**Run 1: clock wiring as the flow saved it**

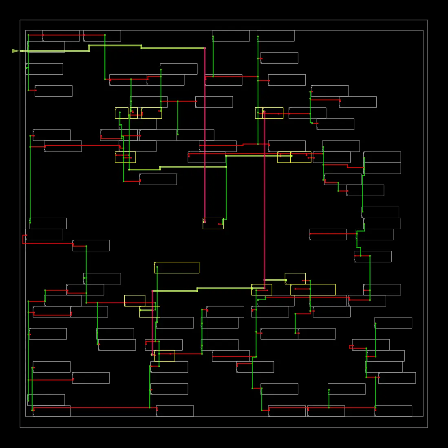
**Run 1: the metal 2 layer**

Bar = 20 um.
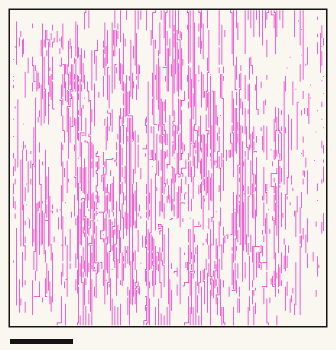
**Run 1: M3 wires**

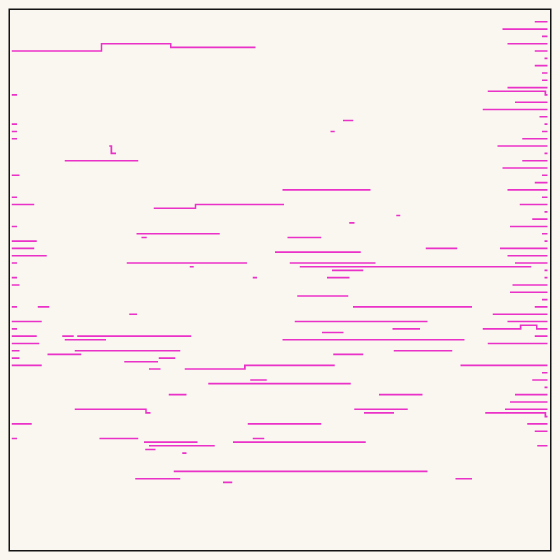
**Run 1: routed metal, one color a layer**

Bar = 20 um. Two of the layers only.
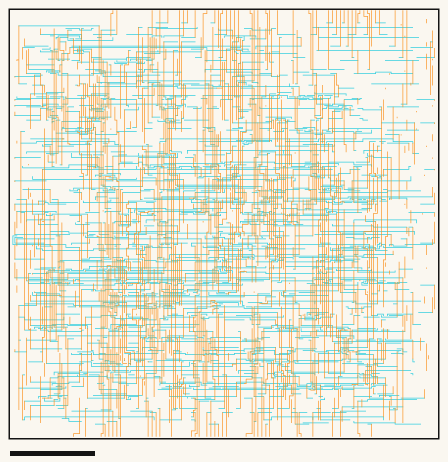
File: src/rtl/decode_stage_reg_if.sv
// decode_stage_reg_if
// Purpose: bundles every non-clock signal of the LEGv8 decode stage.
//   - IF/ID handshake: if_valid, if_instr in; if_ready out.
//   - Pipeline control: ex_stall, flush in; hazard_stall out.
//   - Registered ID/EX control word: id_* out.
//   - Hazard bubble counter: stall_cnt out.
// Modports:
//   master - the pipeline side that feeds instructions and consumes the ID/EX word
//   slave  - the decode stage itself
interface decode_stage_reg_if #(
  parameter int ADDR_W = 64
);
  logic              if_valid;
  logic [31:0]       if_instr;
  logic              if_ready;
  logic              ex_stall;
  logic              flush;
  logic              hazard_stall;
  logic              id_valid;
  logic [4:0]        id_rd;
  logic [4:0]        id_rn;
  logic [4:0]        id_rm;
  logic [2:0]        id_alu_op;
  logic [11:0]       id_imm12;
  logic              id_alu_src;
  logic              id_alu_imm;
  logic              id_set_flags;
  logic              id_reg_write;
  logic              id_mem_write;
  logic              id_mem_to_reg;
  logic              id_br_taken;
  logic              id_uncond_br;
  logic              id_br_zero;
  logic              id_br_lt;
  logic              id_illegal;
  logic [ADDR_W-1:0] id_br_offset;
  logic [15:0]       stall_cnt;

  modport master (
    output if_valid, if_instr, ex_stall, flush,
    input  if_ready, hazard_stall, id_valid, id_rd, id_rn, id_rm, id_alu_op,
           id_imm12, id_alu_src, id_alu_imm, id_set_flags, id_reg_write,
           id_mem_write, id_mem_to_reg, id_br_taken, id_uncond_br, id_br_zero,
           id_br_lt, id_illegal, id_br_offset, stall_cnt
  );

  modport slave (
    input  if_valid, if_instr, ex_stall, flush,
    output if_ready, hazard_stall, id_valid, id_rd, id_rn, id_rm, id_alu_op,
           id_imm12, id_alu_src, id_alu_imm, id_set_flags, id_reg_write,
           id_mem_write, id_mem_to_reg, id_br_taken, id_uncond_br, id_br_zero,
           id_br_lt, id_illegal, id_br_offset, stall_cnt
  );
endinterface

File: src/rtl/decode_stage_reg.sv
// decode_stage_reg
// Purpose: LEGv8 instruction-decode stage. Decodes one instruction per cycle
// into a control word and captures it in an internal ID/EX register. Detects
// load-use hazards against the instruction already in ID/EX and inserts a
// one-cycle bubble for them, honours EX back-pressure and branch flush, marks
// unrecognised encodings as illegal and counts inserted bubbles (saturating).
// Ports:
//   clk   - rising-edge clock
//   reset - asynchronous active-high reset (clears ID/EX and stall_cnt)
//   bus   - decode_stage_reg_if.slave (handshake, control, id_* word, stall_cnt)
// Parameters:
//   ADDR_W     - width of the sign-extended branch offset
//   ENABLE_MUL - 0 makes the MUL encoding decode as illegal
module decode_stage_reg #(
  parameter int ADDR_W     = 64,
  parameter int ENABLE_MUL = 1
) (
  input  logic              clk,
  input  logic              reset,
  decode_stage_reg_if.slave bus
);

  localparam logic [2:0] ALU_NONE = 3'b000;
  localparam logic [2:0] ALU_MUL  = 3'b001;
  localparam logic [2:0] ALU_ADD  = 3'b010;
  localparam logic [2:0] ALU_SUB  = 3'b011;
  localparam logic [2:0] ALU_LSL  = 3'b111;
  localparam logic [4:0] XZR      = 5'd31;

  typedef struct packed {
    logic              valid;
    logic [4:0]        rd;
    logic [4:0]        rn;
    logic [4:0]        rm;
    logic [2:0]        alu_op;
    logic [11:0]       imm12;
    logic              alu_src;
    logic              alu_imm;
    logic              set_flags;
    logic              reg_write;
    logic              mem_write;
    logic              mem_to_reg;
    logic              br_taken;
    logic              uncond_br;
    logic              br_zero;
    logic              br_lt;
    logic              illegal;
    logic [ADDR_W-1:0] br_offset;
  } idex_t;

  logic [31:0] instr;
  logic        is_addi, is_adds, is_subs, is_lsl, is_lsr, is_mul;
  logic        is_b, is_blt, is_cbz, is_ldur, is_stur;
  logic        known;
  logic        use_rn;
  logic        use_rm;
  logic        hazard;
  idex_t       dec;
  idex_t       id_d;
  idex_t       id_q;
  logic [15:0] stall_cnt_d;
  logic [15:0] stall_cnt_q;

  assign instr = bus.if_instr;

  // Opcode matches; the encodings are mutually exclusive.
  assign is_addi = (instr[31:22] == 10'b1001000100);
  assign is_adds = (instr[31:21] == 11'b10101011000);
  assign is_subs = (instr[31:21] == 11'b11101011000);
  assign is_lsl  = (instr[31:21] == 11'b11010011011);
  assign is_lsr  = (instr[31:21] == 11'b11010011010);
  assign is_mul  = (ENABLE_MUL != 0) && (instr[31:21] == 11'b10011011000);
  assign is_b    = (instr[31:26] == 6'b000101);
  assign is_blt  = (instr[31:24] == 8'b01010100);
  assign is_cbz  = (instr[31:24] == 8'b10110100);
  assign is_ldur = (instr[31:21] == 11'b11111000010);
  assign is_stur = (instr[31:21] == 11'b11111000000);

  assign known = is_addi | is_adds | is_subs | is_lsl | is_lsr | is_mul |
                 is_b | is_blt | is_cbz | is_ldur | is_stur;

  // Combinational decode of the instruction currently presented by IF/ID.
  always_comb begin
    dec       = '0;
    dec.valid = 1'b1;
    dec.rd    = instr[4:0];
    // CBZ compares Rt against zero, so the Rn port reads XZR.
    dec.rn    = is_cbz ? XZR : instr[9:5];
    // STUR and CBZ read their second operand from the Rt field.
    dec.rm    = (is_stur | is_cbz) ? instr[4:0] : instr[20:16];

    dec.reg_write  = is_addi | is_adds | is_subs | is_lsl | is_lsr | is_mul | is_ldur;
    dec.alu_src    = is_addi | is_ldur | is_stur | is_lsl | is_lsr;
    dec.alu_imm    = is_addi;
    dec.set_flags  = is_adds | is_subs;
    dec.mem_to_reg = is_ldur;
    dec.mem_write  = is_stur;
    dec.br_taken   = is_b | is_blt | is_cbz;
    dec.uncond_br  = is_b;
    dec.br_zero    = is_cbz;
    dec.br_lt      = is_blt;
    dec.illegal    = ~known;

    if (is_addi | is_adds | is_ldur | is_stur | is_cbz) begin
      dec.alu_op = ALU_ADD;
    end else if (is_subs) begin
      dec.alu_op = ALU_SUB;
    end else if (is_mul) begin
      dec.alu_op = ALU_MUL;
    end else if (is_lsl) begin
      dec.alu_op = ALU_LSL;
    end else begin
      // LSR shares the all-zero code with "no ALU operation".
      dec.alu_op = ALU_NONE;
    end

    if (is_addi) begin
      dec.imm12 = instr[21:10];
    end else if (is_ldur | is_stur) begin
      dec.imm12 = {{3{instr[20]}}, instr[20:12]};
    end else if (is_lsl | is_lsr) begin
      dec.imm12 = {6'b000000, instr[15:10]};
    end else begin
      dec.imm12 = 12'd0;
    end

    if (is_b) begin
      dec.br_offset = {{(ADDR_W-26){instr[25]}}, instr[25:0]};
    end else if (is_blt | is_cbz) begin
      dec.br_offset = {{(ADDR_W-19){instr[23]}}, instr[23:5]};
    end else begin
      dec.br_offset = '0;
    end

    use_rn = is_addi | is_adds | is_subs | is_lsl | is_lsr | is_mul | is_ldur | is_stur;
    use_rm = is_adds | is_subs | is_mul | is_stur | is_cbz;
  end

  // A load in ID/EX whose destination feeds the incoming instruction forces a
  // bubble; XZR as destination never creates a dependency.
  assign hazard = bus.if_valid & id_q.valid & id_q.mem_to_reg & (id_q.rd != XZR) &
                  ((use_rn & (dec.rn == id_q.rd)) | (use_rm & (dec.rm == id_q.rd))) &
                  ~bus.flush;

  // Next ID/EX contents and bubble counter, in priority order.
  always_comb begin
    id_d        = id_q;
    stall_cnt_d = stall_cnt_q;
    if (bus.flush) begin
      id_d = '0;
    end else if (bus.ex_stall) begin
      id_d = id_q;
    end else if (hazard) begin
      id_d = '0;
    end else if (bus.if_valid) begin
      id_d = dec;
    end else begin
      id_d = '0;
    end

    // Only a bubble that is actually inserted is counted.
    if (hazard & ~bus.ex_stall & (stall_cnt_q != 16'hFFFF)) begin
      stall_cnt_d = stall_cnt_q + 16'd1;
    end else begin
      stall_cnt_d = stall_cnt_q;
    end
  end

  // ID/EX register and stall counter.
  always_ff @(posedge clk or posedge reset) begin
    if (reset) begin
      id_q        <= '0;
      stall_cnt_q <= 16'd0;
    end else begin
      id_q        <= id_d;
      stall_cnt_q <= stall_cnt_d;
    end
  end

  assign bus.if_ready      = ~bus.ex_stall & ~hazard;
  assign bus.hazard_stall  = hazard;
  assign bus.id_valid      = id_q.valid;
  assign bus.id_rd         = id_q.rd;
  assign bus.id_rn         = id_q.rn;
  assign bus.id_rm         = id_q.rm;
  assign bus.id_alu_op     = id_q.alu_op;
  assign bus.id_imm12      = id_q.imm12;
  assign bus.id_alu_src    = id_q.alu_src;
  assign bus.id_alu_imm    = id_q.alu_imm;
  assign bus.id_set_flags  = id_q.set_flags;
  assign bus.id_reg_write  = id_q.reg_write;
  assign bus.id_mem_write  = id_q.mem_write;
  assign bus.id_mem_to_reg = id_q.mem_to_reg;
  assign bus.id_br_taken   = id_q.br_taken;
  assign bus.id_uncond_br  = id_q.uncond_br;
  assign bus.id_br_zero    = id_q.br_zero;
  assign bus.id_br_lt      = id_q.br_lt;
  assign bus.id_illegal    = id_q.illegal;
  assign bus.id_br_offset  = id_q.br_offset;
  assign bus.stall_cnt     = stall_cnt_q;

endmodule

File: src/flat_wrapper.sv
// flat-port wrapper written by rule: the top's interface ports become plain ports
module decode_stage_reg_flat 
#(
  parameter int ADDR_W     = 64,
  parameter int ENABLE_MUL = 1
)
  (clk, reset, bus_if_valid, bus_if_instr, bus_ex_stall, bus_flush, bus_if_ready, bus_hazard_stall, bus_id_valid, bus_id_rd, bus_id_rn, bus_id_rm, bus_id_alu_op, bus_id_imm12, bus_id_alu_src, bus_id_alu_imm, bus_id_set_flags, bus_id_reg_write, bus_id_mem_write, bus_id_mem_to_reg, bus_id_br_taken, bus_id_uncond_br, bus_id_br_zero, bus_id_br_lt, bus_id_illegal, bus_id_br_offset, bus_stall_cnt);
  decode_stage_reg_if #(.ADDR_W(ADDR_W)) bus_i ();
  input  logic clk;
  input  logic reset;
  input wire logic [$bits(bus_i.if_valid)-1:0] bus_if_valid;
  input wire logic [$bits(bus_i.if_instr)-1:0] bus_if_instr;
  input wire logic [$bits(bus_i.ex_stall)-1:0] bus_ex_stall;
  input wire logic [$bits(bus_i.flush)-1:0] bus_flush;
  output wire logic [$bits(bus_i.if_ready)-1:0] bus_if_ready;
  output wire logic [$bits(bus_i.hazard_stall)-1:0] bus_hazard_stall;
  output wire logic [$bits(bus_i.id_valid)-1:0] bus_id_valid;
  output wire logic [$bits(bus_i.id_rd)-1:0] bus_id_rd;
  output wire logic [$bits(bus_i.id_rn)-1:0] bus_id_rn;
  output wire logic [$bits(bus_i.id_rm)-1:0] bus_id_rm;
  output wire logic [$bits(bus_i.id_alu_op)-1:0] bus_id_alu_op;
  output wire logic [$bits(bus_i.id_imm12)-1:0] bus_id_imm12;
  output wire logic [$bits(bus_i.id_alu_src)-1:0] bus_id_alu_src;
  output wire logic [$bits(bus_i.id_alu_imm)-1:0] bus_id_alu_imm;
  output wire logic [$bits(bus_i.id_set_flags)-1:0] bus_id_set_flags;
  output wire logic [$bits(bus_i.id_reg_write)-1:0] bus_id_reg_write;
  output wire logic [$bits(bus_i.id_mem_write)-1:0] bus_id_mem_write;
  output wire logic [$bits(bus_i.id_mem_to_reg)-1:0] bus_id_mem_to_reg;
  output wire logic [$bits(bus_i.id_br_taken)-1:0] bus_id_br_taken;
  output wire logic [$bits(bus_i.id_uncond_br)-1:0] bus_id_uncond_br;
  output wire logic [$bits(bus_i.id_br_zero)-1:0] bus_id_br_zero;
  output wire logic [$bits(bus_i.id_br_lt)-1:0] bus_id_br_lt;
  output wire logic [$bits(bus_i.id_illegal)-1:0] bus_id_illegal;
  output wire logic [$bits(bus_i.id_br_offset)-1:0] bus_id_br_offset;
  output wire logic [$bits(bus_i.stall_cnt)-1:0] bus_stall_cnt;
  assign bus_i.if_valid = bus_if_valid;
  assign bus_i.if_instr = bus_if_instr;
  assign bus_i.ex_stall = bus_ex_stall;
  assign bus_i.flush = bus_flush;
  assign bus_if_ready = bus_i.if_ready;
  assign bus_hazard_stall = bus_i.hazard_stall;
  assign bus_id_valid = bus_i.id_valid;
  assign bus_id_rd = bus_i.id_rd;
  assign bus_id_rn = bus_i.id_rn;
  assign bus_id_rm = bus_i.id_rm;
  assign bus_id_alu_op = bus_i.id_alu_op;
  assign bus_id_imm12 = bus_i.id_imm12;
  assign bus_id_alu_src = bus_i.id_alu_src;
  assign bus_id_alu_imm = bus_i.id_alu_imm;
  assign bus_id_set_flags = bus_i.id_set_flags;
  assign bus_id_reg_write = bus_i.id_reg_write;
  assign bus_id_mem_write = bus_i.id_mem_write;
  assign bus_id_mem_to_reg = bus_i.id_mem_to_reg;
  assign bus_id_br_taken = bus_i.id_br_taken;
  assign bus_id_uncond_br = bus_i.id_uncond_br;
  assign bus_id_br_zero = bus_i.id_br_zero;
  assign bus_id_br_lt = bus_i.id_br_lt;
  assign bus_id_illegal = bus_i.id_illegal;
  assign bus_id_br_offset = bus_i.id_br_offset;
  assign bus_stall_cnt = bus_i.stall_cnt;
  decode_stage_reg #(.ADDR_W(ADDR_W), .ENABLE_MUL(ENABLE_MUL)) u_core (.clk(clk), .reset(reset), .bus(bus_i));
endmodule
File: config.mk
export PLATFORM = sky130hd
export DESIGN_NAME = decode_stage_reg_flat
export DESIGN_NICKNAME = d
export VERILOG_FILES = /design/src/rtl/decode_stage_reg_if.sv /design/src/rtl/decode_stage_reg.sv /design/src/flat_wrapper.sv
export SDC_FILE = /design/constraint.sdc
export NUM_CORES = 1
export LEC_CHECK = 0
export CAP_MARGIN = 5
export CORE_UTILIZATION = 47
export CTS_BUF_LIST = sky130_fd_sc_hd__clkbuf_8
export DETAILED_ROUTE_END_ITERATION = 8
export PLACE_DENSITY_LB_ADDON = 0.08
export SYNTH_ARGS = -nofsm -noshare
export SYNTH_HDL_FRONTEND = slang
export SYNTH_SLANG_ARGS = --single-unit
File: constraint.sdc
create_clock -name clk -period 4.7 [get_ports clk]
set_input_delay 1.41 -clock clk [delete_from_list [all_inputs] [get_ports clk]]
set_output_delay 1.41 -clock clk [all_outputs]
set_load 0.05 [all_outputs]
==> run notes, run 1 <==
This note records the results obtained with Yosys and OpenROAD.

Setup path
The cell count of the worst reg-to-reg path is 10. In this run the worst path has a maximum fanout of 4. The register-to-register setup slack is 1.78 ns. The endpoint identified for the worst register-to-register timing path is u_core.bus.stall_cnt[6]. The startpoint kind of the worst setup timing path is an input port. The kind of cell adding the most delay to the critical path is simple AND/OR/NAND/NOR gates.

Clock network
Buffers added to address setup during post-CTS repair amount to 5. The buffer levels on the longest clock path is 2. The clock-pin slew reported for the worst setup and hold paths after clock tree synthesis is 0.08 ns. After clock tree synthesis, the flow added hold-fix buffers numbering 0. Once the clock tree was built, the resizer swapped 42 gates to a different size.

Worst hold path
The worst hold path belongs to the class reg2reg. Hold analysis lists the worst path endpoint as u_core.bus.id_br_offset[21].

Final timing
The worst setup slack after layout is -0.2168 ns. The final hold violation count recorded for this run is 0. The setup clock skew after layout is 0.01403 ns.

Based on the critical path, the design can be clocked at up to 203.4 MHz. From the final report, the count of setup violators was given as 2. The minimum hold slack is 0.4818 ns.

Power and ir drop
The static leakage is 2.983 nW. The power per cell area is 221.5 mW/mm^2. Of the total power, the clock network draws 37.7%.

The worst voltage drop across the vdd grid is 0.0001569 V. The script extracted a net switching power of 0.4148 mW.

Route
The routed design shows a via density per instance of 5.460.

Finish
The inverter count is 5. The finished layout cell area is 0.007020 mm^2. The post-layout net count is 713. The layout summary lists the proportion of cells stronger than drive strength 1 as 21.18%. The area fraction of clock buffers and clock inverters is 3.208%. Excluding fillers, the count of instances in the completed layout stands at 809. In the final layout, flip-flops and latches occupy 0.002102 mm^2.

Synth
Counting distinct cell types in the post-synthesis netlist gives 55. The dominant kind of combinational cell is simple AND/OR/NAND/NOR gates. The number of standard cells after synthesis is 479.

Yosys reported that registers with async set or reset make up 100.0%. The post-synth register bit count is 84. The cell-mix breakdown from Yosys lists the adder-cell area share as 0.2746%. In this run the mean area of a mapped cell was 9.511 um^2. Post-synthesis, Yosys gives the total cell area as 0.004556 mm^2.

GRT
Entering global routing, the biggest net connects 45 pins. The met2 usage in global routing is 47.79%.

Outcome
The flow ran to the end, but the final reports show violations. The final reports fail on setup timing.

Floorplanning
According to the floorplan report, the die width is 100.5 um.

Place
The weighted congestion reported at the end of routability-driven placement is 0.9087.
## Picture notes: 'clock wiring as the flow saved it'
clk_buf instances: 10
P_clk: 0.587 mW
cts bufs inserted: 9
source-to-sink clock delay at the later pin of the worst-skew pair: 0.36 ns

## Picture notes: 'the metal 2 layer'
The longest straight run is 49.0 um. 637 nets have wire on it.

## Picture notes: 'M3 wires'
The longest straight run is 46.9 um. 119 nets have wire on it. The wires run mostly horizontal. The layer holds 6.6% of the routed length.

## Picture notes: 'routed metal, one color a layer'
met2: in orange, wire length 6850 um. met1: in cyan, wire length 6420 um.
number of vias after detailed routing: 4417
Total Routing Usage GR: 29.53%
wire length per cell: 17.93 um
wire length reported by the detailed router: 14510 um

## run 1: Yosys cell counts (7+ instances only)
master,number
sky130_fd_sc_hd__a21oi_1,12
sky130_fd_sc_hd__nor2_1,26
sky130_fd_sc_hd__o21ai_0,15
sky130_fd_sc_hd__buf_4,38
sky130_fd_sc_hd__o21ai_1,39
sky130_fd_sc_hd__nand3_1,9
sky130_fd_sc_hd__xor2_1,13
sky130_fd_sc_hd__nand2_1,75
sky130_fd_sc_hd__nor3b_1,7
sky130_fd_sc_hd__xnor2_1,7
sky130_fd_sc_hd__nand4_1,7
sky130_fd_sc_hd__a22o_1,10
sky130_fd_sc_hd__mux2i_1,20
sky130_fd_sc_hd__clkbuf_1,17
sky130_fd_sc_hd__dfrtp_1,84
sky130_fd_sc_hd__a22oi_1,13
**Run 1: floorplan with the power grid**

Bar = 20 um. Pins as bars on the die edge.
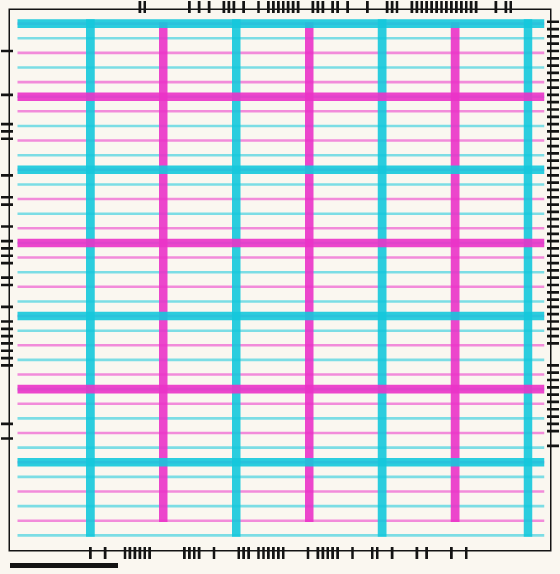

==> run 2: changes to the inputs <==
--- a/config.mk
+++ b/config.mk
@@ -6,6 +6,7 @@
 export NUM_CORES = 1
 export LEC_CHECK = 0
 export CAP_MARGIN = 5
+export CORE_MARGIN = 4
 export CORE_UTILIZATION = 47
 export CTS_BUF_LIST = sky130_fd_sc_hd__clkbuf_8
 export DETAILED_ROUTE_END_ITERATION = 8
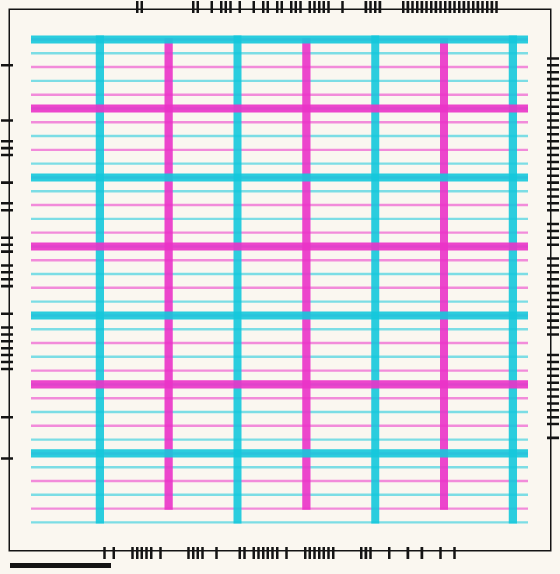
**Above:** run 2 (floorplan with the power grid).
Bar = 20 um. Pins as bars on the die edge.
VDD: in magenta. VSS: in cyan.
The core has 35 rows. 36 met1 rails follow the rows. 161 signal pins sit on the boundary. 7 straps on met5.

==> run notes, run 2 <==
This note records the results obtained with Yosys and OpenROAD.

Route
The post-detailed-route via-to-cell ratio is 5.456. The routed layout has 4430 vias. The routed design shows a wire length per standard cell of 18.41 um.

Worst hold path
The endpoint of the worst hold path is reported as u_core.bus.id_br_taken.

GRT
The pin count of the biggest net entering global routing is 48. For this run, the total global-route usage over all layers was measured as 26.64%.

Outcome
The run finished, with violations left. The final reports fail on setup timing.

Synth
Counting every instance in the synthesized netlist gives 479. Counting distinct cell types in the post-synthesis netlist gives 55. The mean post-synth cell area is 9.511 um^2.

The stat command in Yosys gives a chip area of 0.004556 mm^2. The most frequent cell after synthesis is sky130_fd_sc_hd__dfrtp_1. The dominant kind of combinational cell is simple AND/OR/NAND/NOR gates. Sorting the synthesized cells by how often they occur yields sky130_fd_sc_hd__dfrtp_1 (84), sky130_fd_sc_hd__nand2_1 (75), sky130_fd_sc_hd__o21ai_1 (39).

Setup path
Broken down by cell family, the worst path's largest delay share belongs to AND-OR/OR-AND gates. Of all nets on the critical path, the largest fanout is 2. The worst setup path is launched from an input port. The register-to-register setup slack is 1.90 ns. The endpoint of the lowest-slack register-to-register path is u_core.bus.stall_cnt[8].

Final timing
The most critical hold endpoint after final layout shows a slack of 0.4900 ns. The fmax is 202.1 MHz. For reference, the final report shows the hold violation count at 0. From the final report, the count of setup violators was given as 2.

The worst setup slack after layout is -0.2473 ns. The setup clock skew after layout is 0.01695 ns.

Finish
The layout has 9 clock buffers. The share of final-layout standard cells stronger than drive strength 1 is 20.94%. The finished layout cell area is 0.007036 mm^2.

In the final layout, flip-flops and latches occupy 0.002102 mm^2. The final layout report lists a non-clock inverter count of 5.

Clock network
The skew report gives the latency at the later pin of the worst-skew pair as 0.36 ns.

Power and ir drop
The clock network fraction of design power is 38.1%. The leakage power in the latest report is 2.999 nW. The power per cell area is 222.5 mW/mm^2.

The switching power is 0.4284 mW.

Place
RePlAce ended its routability-driven mode at a weighted congestion of 0.8967.

Floorplanning
The die is 106.5 um wide.
run 2: timing repair:
item,4_1_cts,5_1_grt
pin swaps,10,8
endpoints found under the setup margin,2,2
resized,39,10
setup buffers,5,2
run 2: per-layer routing:
layer / part of all wire, % / wire [um] / up-vias / GRT usage, %
met5: 0 / 0 / - / 0
met4: 1.2 / 180 / 0 / 6.941
met3: 5.7 / 853 / 20 / 4.372
met2: 49 / 7313 / 172 / 44.12
met1: 44 / 6604 / 2158 / 36.49
li1: - / - / 2080 / -
run 2: power by group through the flow:
stage	sequential, mW	combinational, mW	clock (mW)
6_report	0.736	0.234	0.596
5_1_grt	0.737	0.250	0.641
4_1_cts	0.735	0.230	0.609
3_5_place_dp	0.750	0.224	0
3_3_place_gp	0.749	0.222	0
2_1_floorplan	0.771	0.0759	0
No activity file was given, so power comes from the tool's default toggle rates.
